### config.mk
export PLATFORM = sky130hd
export DESIGN_NAME = boot_image_loader
export DESIGN_NICKNAME = d
export VERILOG_FILES = /design/src/rtl/boot_image_loader.sv
export SDC_FILE = /design/constraint.sdc
export NUM_CORES = 1
export LEC_CHECK = 0
export CAP_MARGIN = 20
export CORE_MARGIN = 3
export CORE_UTILIZATION = 55
export DETAILED_ROUTE_END_ITERATION = 16
export PLACE_DENSITY_LB_ADDON = 0.15
export SYNTH_ARGS = -nofsm -noshare
export SYNTH_HDL_FRONTEND = slang
export SYNTH_SLANG_ARGS = --single-unit
### constraint.sdc
create_clock -name hb_clk -period 8.1 [get_ports hb_clk]
set_input_delay 0.81 -clock hb_clk [delete_from_list [all_inputs] [get_ports hb_clk]]
set_output_delay 0.81 -clock hb_clk [all_outputs]
set_load 0.01 [all_outputs]
### src/rtl/boot_image_loader.sv
// boot_image_loader
//   Receives a framed program image as a byte stream, assembles little-endian
//   32-bit words and writes them into user instruction memory. Firmware arms,
//   clears and monitors the loader through three bus registers.
//
//   Frame: HEADER, LEN_LO, LEN_HI (word count N), N*4 data bytes LSB first,
//          CSUM (8-bit modulo sum of all data bytes).
//
//   Ports
//     hb_clk, rst_sync      clock, asynchronous active-high reset
//     sys_share, sel        bus address/data fields and ren/wen strobes
//     rdata                 registered read data (updates the cycle after ren)
//     download_mode         external strap, must be 1 for a frame to run
//     rx_byte/valid/ready   byte stream; a byte moves when rx_valid && rx_ready
//     imem_we/addr/wdata    single-cycle IMEM word write
//     load_done             high while the loader sits in DONE
//     dbg_state             current FSM state
//
//   Registers: waddr 0 CTRL  bit0 arm, bit1 clear (clear wins)
//              raddr 0 STATUS {err[2:0], 0, done, busy, armed} in bits [6:0]
//              raddr 1 WORDS  word count, raddr 2 CSUM running sum

package boot_image_loader_pkg;
  typedef struct packed {
    logic [7:0]  raddr;
    logic [7:0]  waddr;
    logic [31:0] wdata;
  } sys_peripheral_t;

  typedef struct packed {
    logic ren;
    logic wen;
  } sel_t;
endpackage

module boot_image_loader
  import boot_image_loader_pkg::*;
#(
  parameter int         IMEM_AW = 12,
  parameter logic [7:0] HEADER  = 8'hA5,
  parameter int         TIMEOUT = 1_000_000
) (
  input  logic                hb_clk,
  input  logic                rst_sync,
  input  sys_peripheral_t     sys_share,
  input  sel_t                sel,
  output logic [31:0]         rdata,
  input  logic                download_mode,
  input  logic [7:0]          rx_byte,
  input  logic                rx_valid,
  output logic                rx_ready,
  output logic                imem_we,
  output logic [IMEM_AW-1:0]  imem_addr,
  output logic [31:0]         imem_wdata,
  output logic                load_done,
  output logic [2:0]          dbg_state
);

  localparam logic [2:0] S_IDLE  = 3'd0;
  localparam logic [2:0] S_LEN0  = 3'd1;
  localparam logic [2:0] S_LEN1  = 3'd2;
  localparam logic [2:0] S_DATA  = 3'd3;
  localparam logic [2:0] S_CSUM  = 3'd4;
  localparam logic [2:0] S_DONE  = 3'd5;
  localparam logic [2:0] S_ERROR = 3'd6;

  localparam int          TW        = $clog2(TIMEOUT + 1);
  localparam logic [16:0] MAX_WORDS = 17'(2 ** IMEM_AW);

  logic [2:0]         state_q, state_d;
  logic               armed_q, armed_d;
  logic [2:0]         err_q, err_d;
  logic [IMEM_AW:0]   word_cnt_q, word_cnt_d;
  logic [7:0]         csum_q, csum_d;
  logic [7:0]         len_lo_q, len_lo_d;
  logic [15:0]        n_words_q, n_words_d;
  logic [1:0]         byte_idx_q, byte_idx_d;
  logic [23:0]        word_buf_q, word_buf_d;
  logic               imem_we_q, imem_we_d;
  logic [IMEM_AW-1:0] imem_addr_q, imem_addr_d;
  logic [31:0]        imem_wdata_q, imem_wdata_d;
  logic [31:0]        rdata_q, rdata_d;
  logic [TW-1:0]      tmo_q, tmo_d;

  logic        busy, accept, ctrl_wr, ctrl_set, ctrl_clr;
  logic [15:0] len_full;
  logic        unused_bits;

  assign unused_bits = ^sys_share.wdata[31:2];

  assign busy     = (state_q == S_LEN0) || (state_q == S_LEN1) ||
                    (state_q == S_DATA) || (state_q == S_CSUM);
  assign rx_ready = (state_q != S_DONE) && (state_q != S_ERROR);
  assign accept   = rx_valid && rx_ready;
  assign ctrl_wr  = sel.wen && (sys_share.waddr == 8'd0);
  assign ctrl_set = ctrl_wr && sys_share.wdata[0];
  assign ctrl_clr = ctrl_wr && sys_share.wdata[1];
  assign len_full = {rx_byte, len_lo_q};

  always_comb begin
    state_d      = state_q;
    armed_d      = armed_q;
    err_d        = err_q;
    word_cnt_d   = word_cnt_q;
    csum_d       = csum_q;
    len_lo_d     = len_lo_q;
    n_words_d    = n_words_q;
    byte_idx_d   = byte_idx_q;
    word_buf_d   = word_buf_q;
    imem_we_d    = 1'b0;
    imem_addr_d  = imem_addr_q;
    imem_wdata_d = imem_wdata_q;
    // Idle time between accepted bytes inside a frame.
    tmo_d        = (busy && !accept) ? tmo_q + 1'b1 : '0;

    if (ctrl_clr) begin
      // Clear beats everything, including a byte handshaked this cycle.
      state_d = S_IDLE;
      armed_d = 1'b0;
      err_d   = 3'd0;
    end else begin
      if (ctrl_set) armed_d = 1'b1;
      if (busy && !download_mode) begin
        state_d = S_ERROR;
        err_d   = 3'd4;
      end else if (accept) begin
        case (state_q)
          S_IDLE: begin
            if (rx_byte == HEADER && armed_q && download_mode) begin
              state_d    = S_LEN0;
              csum_d     = 8'd0;
              word_cnt_d = '0;
            end
          end
          S_LEN0: begin
            len_lo_d = rx_byte;
            state_d  = S_LEN1;
          end
          S_LEN1: begin
            n_words_d = len_full;
            if ({1'b0, len_full} > MAX_WORDS) begin
              state_d = S_ERROR;
              err_d   = 3'd2;
            end else if (len_full == 16'd0) begin
              state_d = S_CSUM;
            end else begin
              state_d    = S_DATA;
              byte_idx_d = 2'd0;
            end
          end
          S_DATA: begin
            csum_d     = csum_q + rx_byte;
            byte_idx_d = byte_idx_q + 2'd1;
            case (byte_idx_q)
              2'd0: word_buf_d[7:0]   = rx_byte;
              2'd1: word_buf_d[15:8]  = rx_byte;
              2'd2: word_buf_d[23:16] = rx_byte;
              default: begin
                imem_we_d    = 1'b1;
                imem_addr_d  = word_cnt_q[IMEM_AW-1:0];
                imem_wdata_d = {rx_byte, word_buf_q};
                word_cnt_d   = word_cnt_q + 1'b1;
                if (17'(word_cnt_q) + 17'd1 == {1'b0, n_words_q})
                  state_d = S_CSUM;
              end
            endcase
          end
          S_CSUM: begin
            if (rx_byte == csum_q) begin
              state_d = S_DONE;
              armed_d = 1'b0;  // a second image needs a fresh arm
            end else begin
              state_d = S_ERROR;
              err_d   = 3'd1;
            end
          end
          default: ;
        endcase
      end else if (busy && tmo_q == TW'(TIMEOUT - 1)) begin
        state_d = S_ERROR;
        err_d   = 3'd3;
      end
    end
  end

  always_comb begin
    rdata_d = rdata_q;
    if (sel.ren) begin
      case (sys_share.raddr)
        8'd0:    rdata_d = {25'b0, err_q, 1'b0, (state_q == S_DONE), busy, armed_q};
        8'd1:    rdata_d = 32'(word_cnt_q);
        8'd2:    rdata_d = {24'b0, csum_q};
        default: rdata_d = 32'd0;
      endcase
    end
  end

  always_ff @(posedge hb_clk or posedge rst_sync) begin
    if (rst_sync) begin
      state_q      <= S_IDLE;
      armed_q      <= 1'b0;
      err_q        <= 3'd0;
      word_cnt_q   <= '0;
      csum_q       <= 8'd0;
      len_lo_q     <= 8'd0;
      n_words_q    <= 16'd0;
      byte_idx_q   <= 2'd0;
      word_buf_q   <= 24'd0;
      imem_we_q    <= 1'b0;
      imem_addr_q  <= '0;
      imem_wdata_q <= 32'd0;
      rdata_q      <= 32'd0;
      tmo_q        <= '0;
    end else begin
      state_q      <= state_d;
      armed_q      <= armed_d;
      err_q        <= err_d;
      word_cnt_q   <= word_cnt_d;
      csum_q       <= csum_d;
      len_lo_q     <= len_lo_d;
      n_words_q    <= n_words_d;
      byte_idx_q   <= byte_idx_d;
      word_buf_q   <= word_buf_d;
      imem_we_q    <= imem_we_d;
      imem_addr_q  <= imem_addr_d;
      imem_wdata_q <= imem_wdata_d;
      rdata_q      <= rdata_d;
      tmo_q        <= tmo_d;
    end
  end

  assign imem_we    = imem_we_q;
  assign imem_addr  = imem_addr_q;
  assign imem_wdata = imem_wdata_q;
  assign rdata      = rdata_q;
  assign load_done  = (state_q == S_DONE);
  assign dbg_state  = state_q;

endmodule

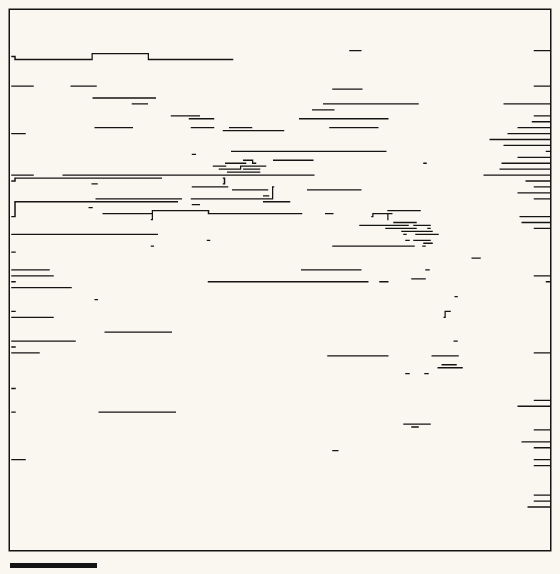
Figure 1: run 1, the metal 3 layer.
The bar under the picture is 20 µm long.
main direction: horizontal
nets with wire on the layer: 93
longest straight run: 57.5 µm
share of all routed wire: 6.0%
wire length on this layer: 1050 µm
Vias: 5923
grt met3 use: 0.0658
Post-Route WL: 17600 µm

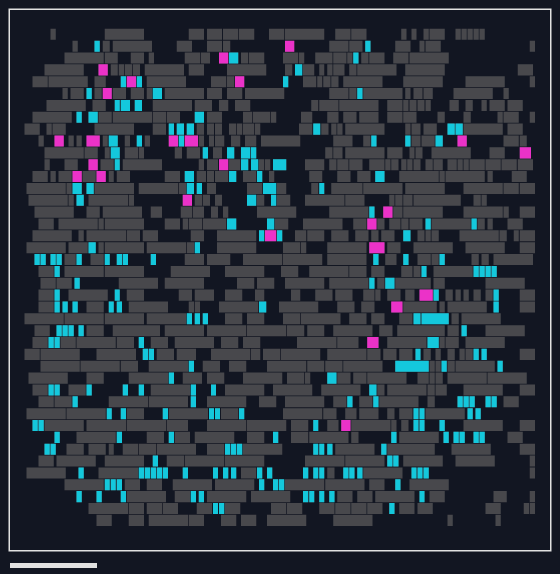
Figure 2: run 1, gate-type map.
The bar under the picture is 20 µm long.
| family | color | cells |
|---|---|---|
| NAND gates | cyan | 214 |
| AND and OR gates | magenta | 25 |
most frequent logic cell in the layout: nand2_1
Layout Cells excl Fill: 1048

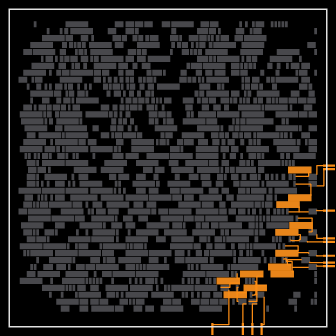
Figure 3: run 1, wires at chosen ports, followed through buffers.
| port | color | bits | direction | edge | end cells | buffers | wire |
|---|---|---|---|---|---|---|---|
| imem_addr | orange | 12 | output | 8 right, 4 bottom | 12 | 12 | 232 µm |

==> impl_metrics.csv, run 1 <==
group,metric,value,unit
worst_setup_path,cp_cell_sequence,"clkdlybuf4s50_1 > ha_1 > nor4_1 > nand3_1 > nor4_1 > a31oi_1 > o21ai_0 > o21ai_0 > mux2_2",
outcome,status,"complete, no violations",
sta,holdWs,0.466,ns
clock_tree,clock_latency,0.42,ns
synth,synth-edff-count,0,
sta,worst_pin_slew,1.07,ns
detailed_routing,wire_per_inst,16.8,µm
sta,hold_violations,0,
power_and_ir_drop,comb-power,0.432,mW
worst_setup_path,endpoint_kind,"register",
sta,finalWorstSetupSlack,4.73,ns
worst_setup_path,arrival,3.67,ns
sta,skew,0.00933,ns
power_and_ir_drop,pwr-share-seq,0.427,
clock_tree,cts.clk_slew.worst_paths,0.06,ns
global_routing,grt_use_met1,0.305,
floorplanning,dieArea,15400,µm²
synth,async_flop_share,1.00,
min_path,hold_path.class,"reg -> reg",
clock_tree,clockBufferDepth,2,
layout,diodes,0,
power_and_ir_drop,power.density,243,nW/µm²
detailed_routing,met2_length,8830,µm
clock_tree,clkSinkCount,156,
floorplanning,core,13400,µm²
detailed_routing,viasPerCell,5.65,
global_routing,antenna_found_initial,0,
clock_tree,cts_resized,0,
detailed_routing,postRouteAntennaNets,0,
power_and_ir_drop,pg_clk,0.855,mW
clock_tree,root_buffer,"clkbuf_16",
layout,layout-drive-gt1-share,0.108,
power_and_ir_drop,pwr-share-clk,0.380,
global_routing,busiest_layer,"met2",
clock_tree,hold_buffers,0,
==> run 1: cell families (layout without fill, tap and decap cells) <==
family / after synthesis / in the layout / share of synthesized area
XOR/XNOR: 43 / 43 / 0.0511
flip-flops: 156 / 156 / 0.511
adder cells (fa/ha/maj): 14 / 14 / 0.0239
buffers and inverters: 83 / 157 / 0.0507
other: 1 / 19 / 0.000491
AND-OR/OR-AND: 108 / 108 / 0.0885
AND/OR/NAND/NOR: 318 / 318 / 0.191
multiplexers: 57 / 57 / 0.0841
==> run 1: stage by stage <==
stage / area, µm² / util
finish: 9260 / 0.691
global route: 9260 / 0.691
CTS: 9260 / 0.691
detailed placement: 8620 / 0.643
global placement: 8620 / 0.643
floorplan: 7710 / -
==> run 1: sequential cells by signal, indices dropped and copies added, names as in the netlist <==
register    count
imem_wdata     32
word_buf_q     24
tmo_q          20
n_words_q      16
rdata          13
word_cnt_q     13
imem_addr      12
csum_q          8
len_lo_q        8
dbg_state       3
err_q           3
byte_idx_q      2
armed_q         1
imem_we         1
==> run 1: worst paths after layout <==
check,from,end,depth (start not counted)
setup reg to reg,word_cnt_q[0]$_DFFE_PP0P_,dbg_state[0]$_DFFE_PP0P_,8
min in group asynchronous,rst_sync,imem_addr[3]$_DFFE_PP0P_,2
hold / removal,word_buf_q[17]$_DFFE_PP0P_,imem_wdata[17]$_DFFE_PP0P_,2
max in group asynchronous,rst_sync,word_cnt_q[2]$_DFFE_PP0P_,3
setup / recovery,rx_byte[4],err_q[1]$_DFFE_PP0P_,9
hold reg to reg,word_buf_q[17]$_DFFE_PP0P_,imem_wdata[17]$_DFFE_PP0P_,2
==> run 1: cell type report <==
type	instances	area, µm²
flip-flops and latches	156	3900
repair buffers	97	963
well taps	176	220
clock buffers	20	457
clock inverters	12	183
inverters	28	110
fillers	1023	4140
multi-input cells	559	3420
Figure 4. Cell outlines without signal wires (run 1).
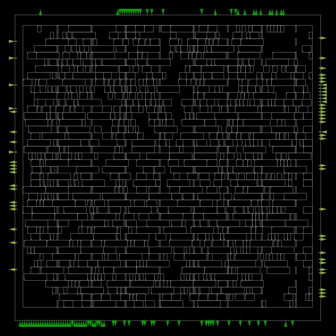

==> run 1 -> run 2 <==
- CORE_UTILIZATION: 55 -> 53
- clock period: 8.1 -> 3.32 ns (I/O delays scaled with it)
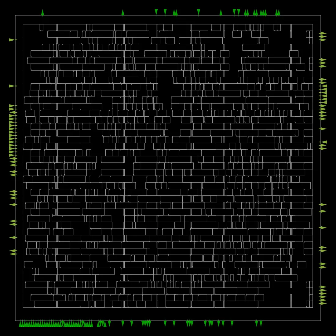
Figure 5: run 2, cell outlines without signal wires.
flop count: 156
Util after Layout: 0.671
core area: 14000 µm²
sequential cell area share: 0.416
FILL cells: 1080

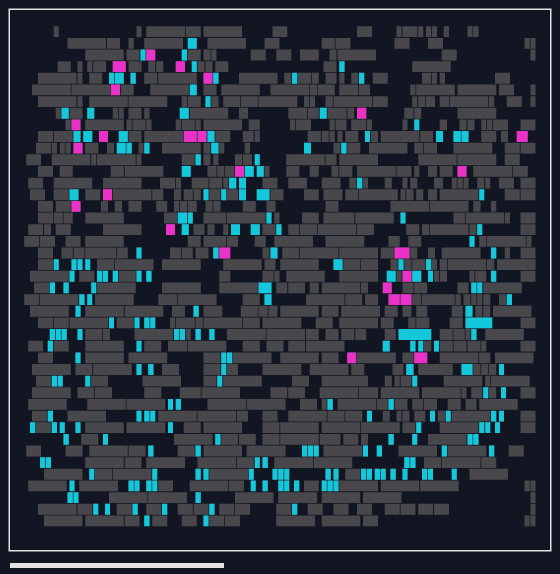
Figure 6: run 2, gate-type map.
The bar under the picture is 50 µm long.
| family | color | cells |
|---|---|---|
| AND and OR gates | magenta | 25 |
| NAND gates | cyan | 214 |
multi-input combinational area share: 0.365
Layout Cells excl Fill: 1074

==> run 2 against run 1 <==
Compared with the run above: die area grew 3.6%; count of clock-buffer cells in the layout shrank 1; utilization shrank 2.0 points; clock power grew 120%; sequential cell count is the same; global-route usage shrank 0.53 points; hold slack lost 0.088 ns; critical endpoint is now dbg_state[0]$_DFFE_PP0P_; largest cell class unchanged; largest power group unchanged.
==> impl_metrics.csv, run 2 <==
group,metric,value,unit
run,cap_violations,0,
clock_tree,cts_resized,0,
floorplanning,dieArea,15900,µm²
synth,async_flop_share,1.00,
floorplanning,dieWidth,126,µm
layout,clock_area_frac,0.0623,
power_and_ir_drop,power.density,569,nW/µm²
sta,holdWs,0.377,ns
floorplanning,tap_cells,180,
outcome,status,"complete, no violations",
min_path,hold_path.class,"in -> async",
global_routing,grt_max_degree,103,
layout,largest_register_ffs,32,
global_routing,busiest_layer,"met2",
layout,comb_area,3420,µm²
clock_tree,tritoncts,"done",
floorplanning,ioPinCount,144,
layout,clkbuf_count,19,
detailed_routing,wire_per_inst,17.2,µm
global_routing,antenna_found_initial,0,
detailed_routing,num_vias,5987,
synth,synth-edff-count,0,
worst_setup_path,endpoint_kind,"register",
layout,diodes,0,
placement,gp_congestion,0.922,
clock_tree,cts.clk_slew.worst_paths,0.07,ns
layout,layout-drive-gt1-share,0.131,
detailed_routing,drc,0,
worst_setup_path,startpoint_type,"register",
sta,worst_pin_slew,0.749,ns
worst_setup_path,arrival,3.39,ns
sta,skew,0.00925,ns
layout,dominant_cells,"registers",
detailed_routing,viasPerCell,5.57,
synth,syn-cell-area,7640,µm²
floorplanning,rows,43,
clock_tree,hold_buffers,0,
layout,final-nonclk-buf-share,0.122,
synth,yosys-stat-area,7640,µm²
clock_tree,clockBufferDepth,2,
layout,num-nonclk-inverters,28,
synth,ys.flops,156,
layout,regArea,3900,µm²
power_and_ir_drop,total_power,5.34,mW
global_routing,grtUsageMet3,0.0700,
global_routing,grt_use_met1,0.305,
detailed_routing,postRouteAntennaNets,0,
detailed_routing,wl_met3,1150,µm
layout,layout_top_cell,"nand2_1",
synth,topCellsByArea,"dfrtp_1, nand2_1, mux2_2",
sta,finalWorstSetupSlack,0.236,ns
placement,place_inst,1042,
clock_tree,root_buffer,"clkbuf_16",
clock_tree,post-cts-setup-buffers,0,
synth,ys.flop_type,"dfrtp_1",
detailed_routing,met2_length,9030,µm
detailed_routing,routed_wl,18500,µm
clock_tree,clock_latency,0.42,ns
layout,finalInstanceArea,9390,µm²
clock_tree,clkSinkCount,156,
sta,fin_setup_tns,0,ns
synth,top_cell_area_share,0.511,
layout,n_all_buffers,119,
placement,post_dp_cell_area,8800,µm²
power_and_ir_drop,leakage,4.36,nW
layout,multi_input_comb_cells,559,
global_routing,grt_use_total,0.240,
sta,hold_violations,0,
global_routing,grt_pass1_wl,30400,µm
placement,dpl.hpwl,12900,µm
## run 2: cell counts after synthesis
No cell type changed its count.
## run 2: worst paths after layout
check / to / cells after the start / start / slack, ns
hold / removal: dbg_state[2]$_DFFE_PP0P_ / 3 / rst_sync / 0.38
setup reg to reg: dbg_state[0]$_DFFE_PP0P_ / 8 / word_cnt_q[1]$_DFFE_PP0P_ / 0.24
min in group hb_clk: imem_wdata[8]$_DFFE_PP0P_ / 2 / word_buf_q[8]$_DFFE_PP0P_ / 0.47
max in group asynchronous: imem_wdata[3]$_DFFE_PP0P_ / 3 / rst_sync / 2.38
setup / recovery: dbg_state[0]$_DFFE_PP0P_ / 8 / word_cnt_q[1]$_DFFE_PP0P_ / 0.24
hold reg to reg: imem_wdata[8]$_DFFE_PP0P_ / 2 / word_buf_q[8]$_DFFE_PP0P_ / 0.47
## run 2: critical path: stages, from the launching register on
cell and delay [ns]:
dfrtp_1 0.36, ha_1 0.31, nand4_4 0.18, nor4_4 0.31, xnor2_1 0.12, or4_1 0.49
or4_1 0.62, a21o_2 0.28, mux2_4 0.30
## run 2: power breakdown
part	total (mW)	internal (mW)	leakage, nW	switching (mW)
Sequential	2.35	2.11	2.10	0.240
Clock	1.91	1.09	0.289	0.817
Combinational	1.08	0.543	1.97	0.541
Total	5.34	3.74	4.36	1.60
## run 2: cell families after synthesis
| family | after synthesis | synth area share |
|---|---|---|
| AOI/OAI and AO/OA | 108 | 0.0885 |
| xor gates and xnor gates | 43 | 0.0511 |
| adders and majority gates | 14 | 0.0239 |
| buffers and inverters | 83 | 0.0507 |
| DFF | 156 | 0.511 |
| muxes | 57 | 0.0841 |
| other | 1 | 0.000491 |
| and+or+nand+nor | 318 | 0.191 |
Figure 7. Wires at chosen ports, followed through buffers (run 2).
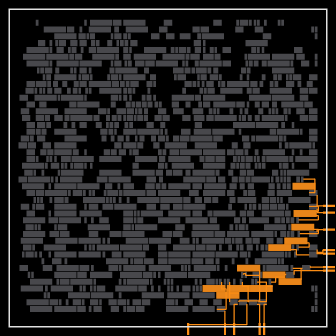

==> run 2 -> run 3 <==
- CAP_MARGIN: 20 -> 10
- CORE_UTILIZATION: 53 -> 47
- PLACE_DENSITY: not set -> 0.8
- PLACE_DENSITY_LB_ADDON: 0.15 -> not set
- clock period: 3.32 -> 2.6 ns (I/O delays scaled with it)
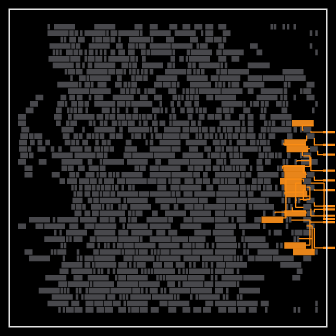
Figure 8: run 3, wires at chosen ports, followed through buffers.
| port | color | bits | direction | edge | end cells | buffers | wire |
|---|---|---|---|---|---|---|---|
| imem_addr | orange | 12 | output | right | 12 | 12 | 277 µm |

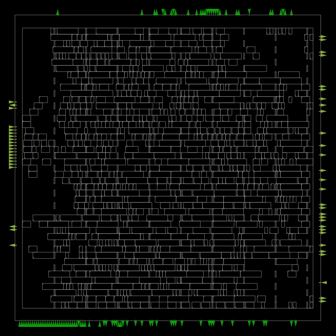
Figure 9: run 3, cell outlines without signal wires.
Util after Layout: 0.640
core area: 15500 µm²

==> run 3 against run 2 <==
Compared with the run above: the flow now finishes with violations (setup timing); combinational power up 48%; maximum frequency up 16%; clock skew about the same; sequential share of layout area down 2.3 points; clock power up 27%; largest power group unchanged; highest routed layer unchanged.
==> impl_metrics.csv, run 3 <==
group,metric,value,unit
clock_tree,root_buffer,"clkbuf_16",
sta,fin_setup_tns,-0.104,ns
sta,hold_violations,0,
synth,yosys-stat-area,7640,µm²
layout,fin_cells,1153,
global_routing,antenna_found_initial,0,
detailed_routing,drc,0,
layout,num-fill-cells,1262,
global_routing,grtUsageMet3,0.0461,
detailed_routing,postRouteAntennaNets,0,
global_routing,grt_use_total,0.217,
sta,skew,0.00913,ns
clock_tree,tritoncts,"done",
floorplanning,dieArea,17800,µm²
worst_setup_path,endpoint_kind,"register",
worst_setup_path,arrival,2.96,ns
outcome,violations,"setup timing",
layout,comb_area,3470,µm²
sta,finalSetupViolations,3,
layout,finalInstanceArea,9940,µm²
detailed_routing,wire_per_inst,16.3,µm
sta,finalWorstSetupSlack,-0.0496,ns
placement,place_inst,1120,
detailed_routing,wl_met3,862,µm
worst_setup_path,startpoint_type,"register",
clock_tree,clkSinkCount,156,
synth,ys.flop_type,"dfrtp_1",
power_and_ir_drop,leakage,4.63,nW
placement,gp_congestion,0.942,
detailed_routing,viasPerCell,5.35,
detailed_routing,routed_wl,18800,µm
synth,top_cell_area_share,0.511,
worst_setup_path,critPathTopFamily,"simple AND/OR/NAND/NOR gates",
synth,synth-edff-count,0,
outcome,status,"complete, but fails checks",
worst_setup_path,cp_cell_sequence,"ha_4 > nand4_4 > nor4_4 > xnor2_1 > or4_1 > or4_4 > a21o_4 > mux2_4",
synth,syn-cell-area,7640,µm²
layout,layout-drive-gt1-share,0.183,
sta,holdWs,0.174,ns
floorplanning,ioPinCount,144,
floorplanning,dieWidth,134,µm
power_and_ir_drop,power.density,702,nW/µm²
layout,diodes,0,
global_routing,grt_pass1_wl,30900,µm
layout,layout_top_cell,"nand2_1",
-- run 3: cells by family after synthesis --
kind of cell / synth area share
compound gates: 0.0885
xor+xnor: 0.0511
fa+ha+maj: 0.0239
buf+inv: 0.0507
flops: 0.511
mux: 0.0841
other cells: 0.000491
simple gates: 0.191
-- run 3: power breakdown --
part / internal, mW / total [mW] / switching, mW
Sequential: 2.69 / 2.96 / 0.270
Clock: 1.42 / 2.42 / 1.01
Combinational: 0.820 / 1.60 / 0.779
-- run 3: final timing paths --
check | end | slack, ns | cells past startpoint
setup / recovery | dbg_state[1]$_DFFE_PP0P_ | -0.05 | 8
max in group asynchronous | word_buf_q[22]$_DFFE_PP0P_ | 1.67 | 4
min in group hb_clk | armed_q$_DFF_PP0_ | 0.43 | 3
setup reg to reg | dbg_state[1]$_DFFE_PP0P_ | -0.05 | 8
hold reg to reg | imem_wdata[20]$_DFFE_PP0P_ | 0.46 | 2
hold / removal | imem_addr[7]$_DFFE_PP0P_ | 0.17 | 2
-- run 3: worst register-to-register path, stage by stage, from the launching register on --
cell and delay (ns):
dfrtp_1 0.39, ha_4 0.18, nand4_4 0.12, nor4_4 0.23, xnor2_1 0.12, or4_1 0.51
or4_4 0.46, a21o_4 0.24, mux2_4 0.30
-- run 3: final cells by class --
class,count,share of cell area
tap,211,0.0265
multi-input combinational,559,0.349
timing repair buffer,168,0.163
inverter,28,0.0109
clock inverter,12,0.0140
sequential,156,0.393
clock buffer,19,0.0435
-- run 3: what timing repair did --
item / 4_1_cts / 5_1_grt
gates resized: 6 / 2
pin swaps: 0 / 0
endpoints found under the hold margin: 0 / 0
setup buffers: 1 / 1
endpoints found under the setup margin: 3 / 3
hold buffers: 0 / 0
No activity file was given, so power comes from the tool's default toggle rates.
